==> config.mk <==
export PLATFORM = sky130hd
export DESIGN_NAME = nr_weight_accum
export DESIGN_NICKNAME = d
export VERILOG_FILES = /design/src/rtl/nr_weight_accum.sv
export SDC_FILE = /design/constraint.sdc
export NUM_CORES = 1
export LEC_CHECK = 0
export CELL_PAD_IN_SITES_DETAIL_PLACEMENT = 1
export CELL_PAD_IN_SITES_GLOBAL_PLACEMENT = 1
export CORE_MARGIN = 4
export CORE_UTILIZATION = 45
export CTS_BUF_LIST = sky130_fd_sc_hd__clkbuf_4 sky130_fd_sc_hd__clkbuf_8
export CTS_CLUSTER_DIAMETER = 60
export DETAILED_ROUTE_END_ITERATION = 8
export GPL_ROUTABILITY_DRIVEN = 0
export PLACE_DENSITY_LB_ADDON = 0.1
export REMOVE_ABC_BUFFERS = 1
export SYNTH_ARGS = -nofsm -noshare
export SYNTH_HDL_FRONTEND = slang
export SYNTH_SLANG_ARGS = --single-unit
==> constraint.sdc <==
create_clock -name clk -period 6.6 [get_ports clk]
set_clock_uncertainty 0.2 [all_clocks]
set_input_delay 0.99 -clock clk [delete_from_list [all_inputs] [get_ports clk]]
set_output_delay 0.99 -clock clk [all_outputs]
set_load 0.01 [all_outputs]
==> run_1/flops_by_reg.png <==
Scale: 2 px per um. Other sequential cells in the stronger grey, the rest of the logic in the fainter grey.
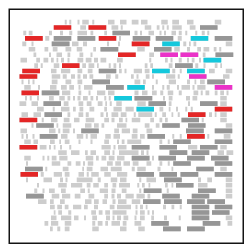
colour	name in the netlist	flops
magenta	`cnt`	4
cyan	`acc_den`	8
red	`num_out`	16
seq pwr: 0.737 mW
flop share of the area: 40.1%
Layout Utilization: 53.6%
total area of sequential cells: 2450 um^2

==> run_1/congestion.png <==
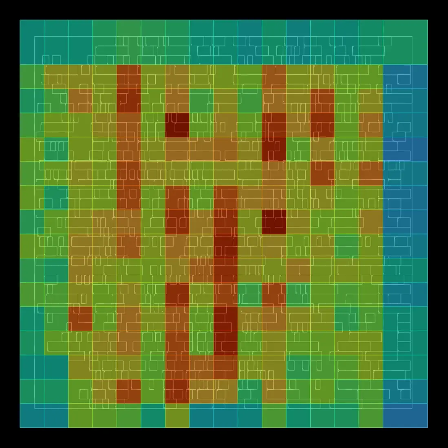
highest-utilization routing layer at the global route stage: met2
met2 track demand over resource: 34.7%
detailed-route wire length per cell: 17.8 um
GR Layer Usage met3: 4.30%
routing usage on met1: 28.4%

==> run_1/layer_met3.png <==
Scale: 2 px per um.
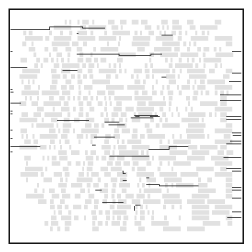
wire length on this layer	416 um
share of all routed wire	3.2%
longest straight run	20.9 um
final wirelength: 12,900 um
overall via count from detail_route: 4,062

==> impl_metrics.ini, run 1 <==
; implementation run metrics
[synth]
seq_area_frac_synth_pct = 46.5
synth_simple_gate_area_share_pct = 14.7
count_of_instantiated_cells_in_the_yosys_netlist = 531
synth_compound_gate_area_share_pct = 20.1
syn-cell-area_um2 = 5270
synth_dominant_cell_count = sky130_fd_sc_hd__dfrtp_1
top_area_share_pct = 46.5
ys_sh_xor_pct = 3.49
synth-warning-count = 0
yosys.cell_types.count = 67
ys_ff = 98
post_synth_fa_ha_maj_area_fraction_pct = 8.64
synth-main-ff-cell = sky130_fd_sc_hd__dfrtp_1
netlist_top_cells_count = sky130_fd_sc_hd__dfrtp_1 (98), sky130_fd_sc_hd__nand2_1 (79), sky130_fd_sc_hd__o21ai_0 (55)
logic_family = AND-OR/OR-AND gates
yosys.stat.chipArea_um2 = 5270
yosysTopAreaCell = sky130_fd_sc_hd__dfrtp_1
muxShareOfSynthArea_pct = 1.28
post_synthesis_area_per_instance_um2 = 9.92
synth.area.top_cells = sky130_fd_sc_hd__dfrtp_1 (47%), sky130_fd_sc_hd__ha_1 (7.1%), sky130_fd_sc_hd__nand2_1 (5.6%)
postSynth.asyncResetShare_pct = 100
enable_flop_cells = 0
syn_inst = 531

[worst_setup_path]
cp.arrival_ps = 6290
critical_path_required_ps = 6720
critPathTopFamily = AND-OR/OR-AND gates
cp.depth = 21
startpoint_type = input port
critPathMaxStageDelay_ps = 480
cp_slowest_cell = sky130_fd_sc_hd__clkdlybuf4s50_1
worst-setup-path-type = in -> reg
critical_path.n_buffers_inverters = 3
timing.critical_path.fanout_max = 10
worstPathCellList = clkdlybuf4s50_1 > inv_1 > ha_1 > fa_1 > nand3b_1 > a21oi_2 > o32a_4 > mux2_4 > a211o_2 > a21oi_1 > a2111oi_4 > buf_4 > a221o_1 > ha_1 > a21oi_1 > o21ai_0 > a21boi_0 > o21bai_1 > a21oi_2 > or4_1 > nand3_1
r2r.worst_path.cells = 19
worst_setup_path_end_kind = flop
r2r_slack_ps = 1180

[cts]
cts.clk_slew.worst_paths_ps = 90
post_cts.resized_instances = 0
tritoncts_clock_tree = done
postCtsSetupBuffers = 0
max-clock-path-buffers = 2
cts.root.buffer_cell = sky130_fd_sc_hd__clkbuf_8
clock_insertion_delay_worst_skew_ps = 390
number_of_buffers_inserted_during_clock_tree_synthesis = 9
tritoncts_num_sinks = 98
cts-htree-levels = 3
hold_fix_buffer_count_after_cts = 0

[routing]
drt.antenna.violating_nets = 0
avgViaCountPerCell = 5.59
drt_iter0_markers = 175
drc_errors = 0
number_of_search_and_repair_iterations_in_the_first_detailed_routing_pass = 4

[power_and_ir_drop]
p_comb_share_pct = 36.4
vdd.ir_drop.worst_uv = 154
clockPowerShare_pct = 21.5
p_switching_mw = 0.638
internal-power_mw = 1.11
share_seq_of_total_power_pct = 42.1
finalPower_mw = 1.75
leakage_nw = 2.84
pwr_density_nw_per_um2 = 286
power_switching_share_pct = 36.5

[placed_design]
dp_hpwl_um = 9690
number_of_input_and_output_port_buffers_inserted = 46
detailedPlace.worstSlack_ps = -37.0
dpl.cell_count = 711
placedInstanceArea_um2 = 5910

[final_layout]
final_common_cell = sky130_fd_sc_hd__dfrtp_1
diodes = 0
final.fill_count = 1275
drive_above_1_share_pct = 10.4
design_area_um2 = 6110
logic_area_um2 = 2560
num-nets-final = 625
final_cells = 727
most-common-layout-cells = sky130_fd_sc_hd__dfrtp_1 (98), sky130_fd_sc_hd__nand2_1 (79), sky130_fd_sc_hd__o21ai_0 (54)
synthToLayoutAreaGrowth_pct = 16.1

[grt]
grt_max_degree = 68
grt_pass1_vias = 4396
grt_overflow = 0
grt_pass1_wl_um = 22300
antenna_found_initial = 0
groute.usage.overall_pct = 21.1

[die]
fp.dieArea_um2 = 13500
core_um2 = 11400
fp_util_pct = 46.1
floorplan.die.height_um = 116
floorplan.io_pins = 47
die_span_in_x_um = 116
num_rows = 39

[timing]
fmax_mhz = 162
totalNegativeSetupSlack_ps = 0
hold_viol_final = 0
max-slew-margin-rel_pct = 43.1
layout_setup_ws_ps = 431
finalCritPeriodShare_pct = 93.5
whs_ps = 154
setup_repair_after_global_routing_missed_its_margin = no
setup-violations-final = 0
tightest_slew_ps = 853
finalMaxSlewViolations = 0
period_needed_ps = 6170

[flow_run]
drv.max_cap_violation_count = 0
warning_count = 33

[outcome]
outcome = finished clean

[hold_path]
worst_hold_path.num_cells = 0
timing.hold.worst.class = reg -> reg
[run 1: power by group through the flow]
stage | registers, mW | clock network, mW | logic (mW)
after floorplan | 0.747 | 0 | 0.397
after global placement | 0.744 | 0 | 0.608
after detailed placement | 0.749 | 0 | 0.628
after CTS | 0.738 | 0.390 | 0.632
after global routing | 0.750 | 0.422 | 0.713
final | 0.737 | 0.377 | 0.637
[run 1: layer usage]
metal	vias up	wire length [um]
met5	-	0
met4	0	168
met3	17	416
met2	66	6260
met1	2024	6100
li1	1955	-
[run 1: area by class of cell]
cell class / count / area share (%)
Sequential cell: 98 / 40.1
Clock buffer: 9 / 2.03
Tap cell: 143 / 2.93
Timing Repair Buffer: 68 / 10.2
Clock inverter: 7 / 0.982
Multi-Input combinational cell: 371 / 41.9
Inverter: 31 / 1.90
==> inputs of run 2 (changes only) <==
--- a/config.mk
+++ b/config.mk
@@ -8,7 +8,7 @@
 export CELL_PAD_IN_SITES_DETAIL_PLACEMENT = 1
 export CELL_PAD_IN_SITES_GLOBAL_PLACEMENT = 1
 export CORE_MARGIN = 4
-export CORE_UTILIZATION = 45
+export CORE_UTILIZATION = 40
 export CTS_BUF_LIST = sky130_fd_sc_hd__clkbuf_4 sky130_fd_sc_hd__clkbuf_8
 export CTS_CLUSTER_DIAMETER = 60
 export DETAILED_ROUTE_END_ITERATION = 8
==> run_2/flops_by_reg.png <==
Scale: 2 px per um. Other sequential cells in the stronger grey, the rest of the logic in the fainter grey.
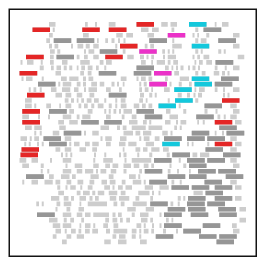
colour	name in the netlist	flops
red	`num_out`	16
cyan	`acc_den`	8
magenta	`cnt`	4
not coloured	70
Layout Utilization: 47.9%
seq pwr: 0.735 mW

==> run_2/congestion.png <==
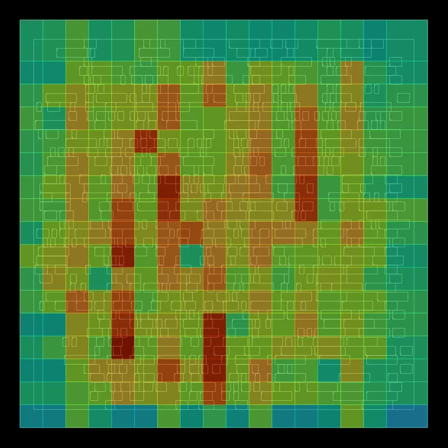
met2 track demand over resource: 30.3%
aggregate global-route resource usage: 18.4%
routing usage on met1: 24.5%

==> run_2/clk_routes.png <==
Scale: 3 px per um.
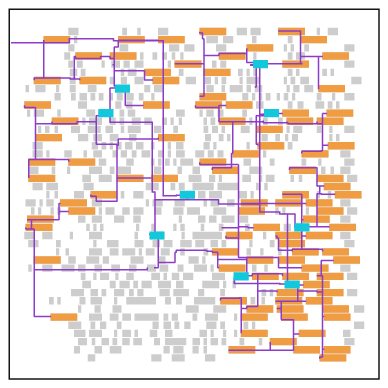
[purple] clock wires | length: 1,360 um
[cyan] clock drivers | count: 9
[orange] flip-flops | count: 98
routed clock nets	10
flops lie	widely spread
clock latency of the later-clocked register in the worst-skew pair: 380 ps
clock-net power: 0.358 mW
part of the power in the clock network: 20.7%

==> impl_metrics.ini, run 2 <==
; implementation run metrics
[outcome]
outcome = finished clean

[timing]
period_needed_ps = 6260
hold_viol_final = 0
layout_setup_ws_ps = 340
finalMaxSlewViolations = 0
totalNegativeSetupSlack_ps = 0
tightest_slew_ps = 1070
whs_ps = 154
finalCritPeriodShare_pct = 94.9
setup-violations-final = 0
max-slew-margin-rel_pct = 28.0
fmax_mhz = 160

[cts]
cts.root.buffer_cell = sky130_fd_sc_hd__clkbuf_8
hold_fix_buffer_count_after_cts = 0
post_cts.resized_instances = 0
tritoncts_num_sinks = 98
postCtsSetupBuffers = 0
cts.clk_slew.worst_paths_ps = 90
cts-htree-levels = 3
tritoncts_clock_tree = done
number_of_buffers_inserted_during_clock_tree_synthesis = 9
max-clock-path-buffers = 2

[synth]
count_of_instantiated_cells_in_the_yosys_netlist = 531
postSynth.asyncResetShare_pct = 100
synth-main-ff-cell = sky130_fd_sc_hd__dfrtp_1
ys_sh_xor_pct = 3.49
ys_ff = 98
synth_dominant_cell_count = sky130_fd_sc_hd__dfrtp_1
syn_inst = 531
top_area_share_pct = 46.5
yosysTopAreaCell = sky130_fd_sc_hd__dfrtp_1
logic_family = AND-OR/OR-AND gates
post_synthesis_area_per_instance_um2 = 9.92
syn-cell-area_um2 = 5270
yosys.cell_types.count = 67
seq_area_frac_synth_pct = 46.5
yosys.stat.chipArea_um2 = 5270
enable_flop_cells = 0
synth_compound_gate_area_share_pct = 20.1
synth-warning-count = 0
muxShareOfSynthArea_pct = 1.28
netlist_top_cells_count = sky130_fd_sc_hd__dfrtp_1 (98), sky130_fd_sc_hd__nand2_1 (79), sky130_fd_sc_hd__o21ai_0 (55)
synth_simple_gate_area_share_pct = 14.7
post_synth_fa_ha_maj_area_fraction_pct = 8.64
synth.area.top_cells = sky130_fd_sc_hd__dfrtp_1 (47%), sky130_fd_sc_hd__ha_1 (7.1%), sky130_fd_sc_hd__nand2_1 (5.6%)

[worst_setup_path]
r2r.worst_path.cells = 20
timing.critical_path.fanout_max = 10
worst_setup_path_end_kind = flop
critical_path_required_ps = 6640
cp.depth = 22
worst_path_most_repeated_cell = sky130_fd_sc_hd__ha_1
critical_path.n_buffers_inverters = 3
cp.arrival_ps = 6300
critPathMaxStageDelay_ps = 490
worst-setup-path-type = in -> reg
worstPathCellList = clkdlybuf4s50_1 > inv_1 > ha_1 > fa_1 > nand3b_1 > a21oi_2 > o32a_4 > mux2_4 > a211o_2 > a21oi_1 > a2111oi_4 > buf_4 > a221o_1 > ha_1 > nor2b_1 > o21ai_0 > a21boi_0 > o21ai_2 > a211oi_2 > or2_2 > a41oi_1 > a31oi_1
critPathTopFamily = AND-OR/OR-AND gates
cp_slowest_cell = sky130_fd_sc_hd__clkdlybuf4s50_1
startpoint_type = input port
r2r_slack_ps = 1110

[routing]
drt.antenna.violating_nets = 0
route.final.wire_length_um = 12900
routedLengthMet1_um = 6090
met2_length_um = 6180
routed.top_layer = met4
drt_iter0_markers = 191
vias = 4054
avgViaCountPerCell = 5.39
number_of_search_and_repair_iterations_in_the_first_detailed_routing_pass = 6
met3RoutedLength_um = 363
post_drt_wl_per_cell_um = 17.1
drc_errors = 0

[final_layout]
drive_above_1_share_pct = 9.83
final_common_cell = sky130_fd_sc_hd__dfrtp_1
num-nets-final = 622
diodes = 0
most-common-layout-cells = sky130_fd_sc_hd__dfrtp_1 (98), sky130_fd_sc_hd__nand2_1 (79), sky130_fd_sc_hd__o21ai_0 (53)
final_cells = 752
design_area_um2 = 6120
synthToLayoutAreaGrowth_pct = 16.1

[flow_run]
drv.max_cap_violation_count = 0
warning_count = 33

[power_and_ir_drop]
finalPower_mw = 1.73
leakage_nw = 2.82
vdd.ir_drop.worst_uv = 106
pwr_density_nw_per_um2 = 282

[die]
core_um2 = 12800
fp_util_pct = 41.2
num_rows = 41
die_span_in_x_um = 123
fp.dieArea_um2 = 15100
floorplan.die.height_um = 123
floorplan.io_pins = 47

[hold_path]
timing.hold.worst.class = reg -> reg
worst_hold_path.num_cells = 0

[grt]
grt_overflow = 0
grt_pass1_vias = 4265
grt_max_degree = 51
antenna_found_initial = 0
groute.layer.met3.usage_pct = 3.09
global_route.peak_usage_layer = met2
grt_pass1_wl_um = 21600

[placed_design]
placedInstanceArea_um2 = 5920
number_of_input_and_output_port_buffers_inserted = 46
detailedPlace.worstSlack_ps = -12.7
dpl.cell_count = 737
dp_hpwl_um = 9470
run 2: cell counts after synthesis:
Identical to the previous run, type by type.
run 2: report_power, final:
group | switching [mW] | leakage, nW | internal [mW]
logic | 0.351 | 1.41 | 0.283
clock network | 0.222 | 0.0854 | 0.136
registers | 0.0509 | 1.32 | 0.684
total | 0.624 | 2.82 | 1.10
run 2: logic make-up (layout without fill, tap and decap cells):
family          after synthesis  in the layout
simple gates                161            161
fa+ha+maj                    34             34
buf+inv                      62            111
flops                        98             98
xor+xnor                     21             21
mux                           6              6
compound gates              149            149
run 2: final cells by class:
cell class              count  area [um^2]
repair buffers             65          601
clock inverters             6         43.8
fillers                  1445         6660
inverters                  31          116
flip-flops and latches     98         2450
multi-input cells         371         2560
clock buffers               9          124
well taps                 172          215
Power and IR drop assume default switching activity.
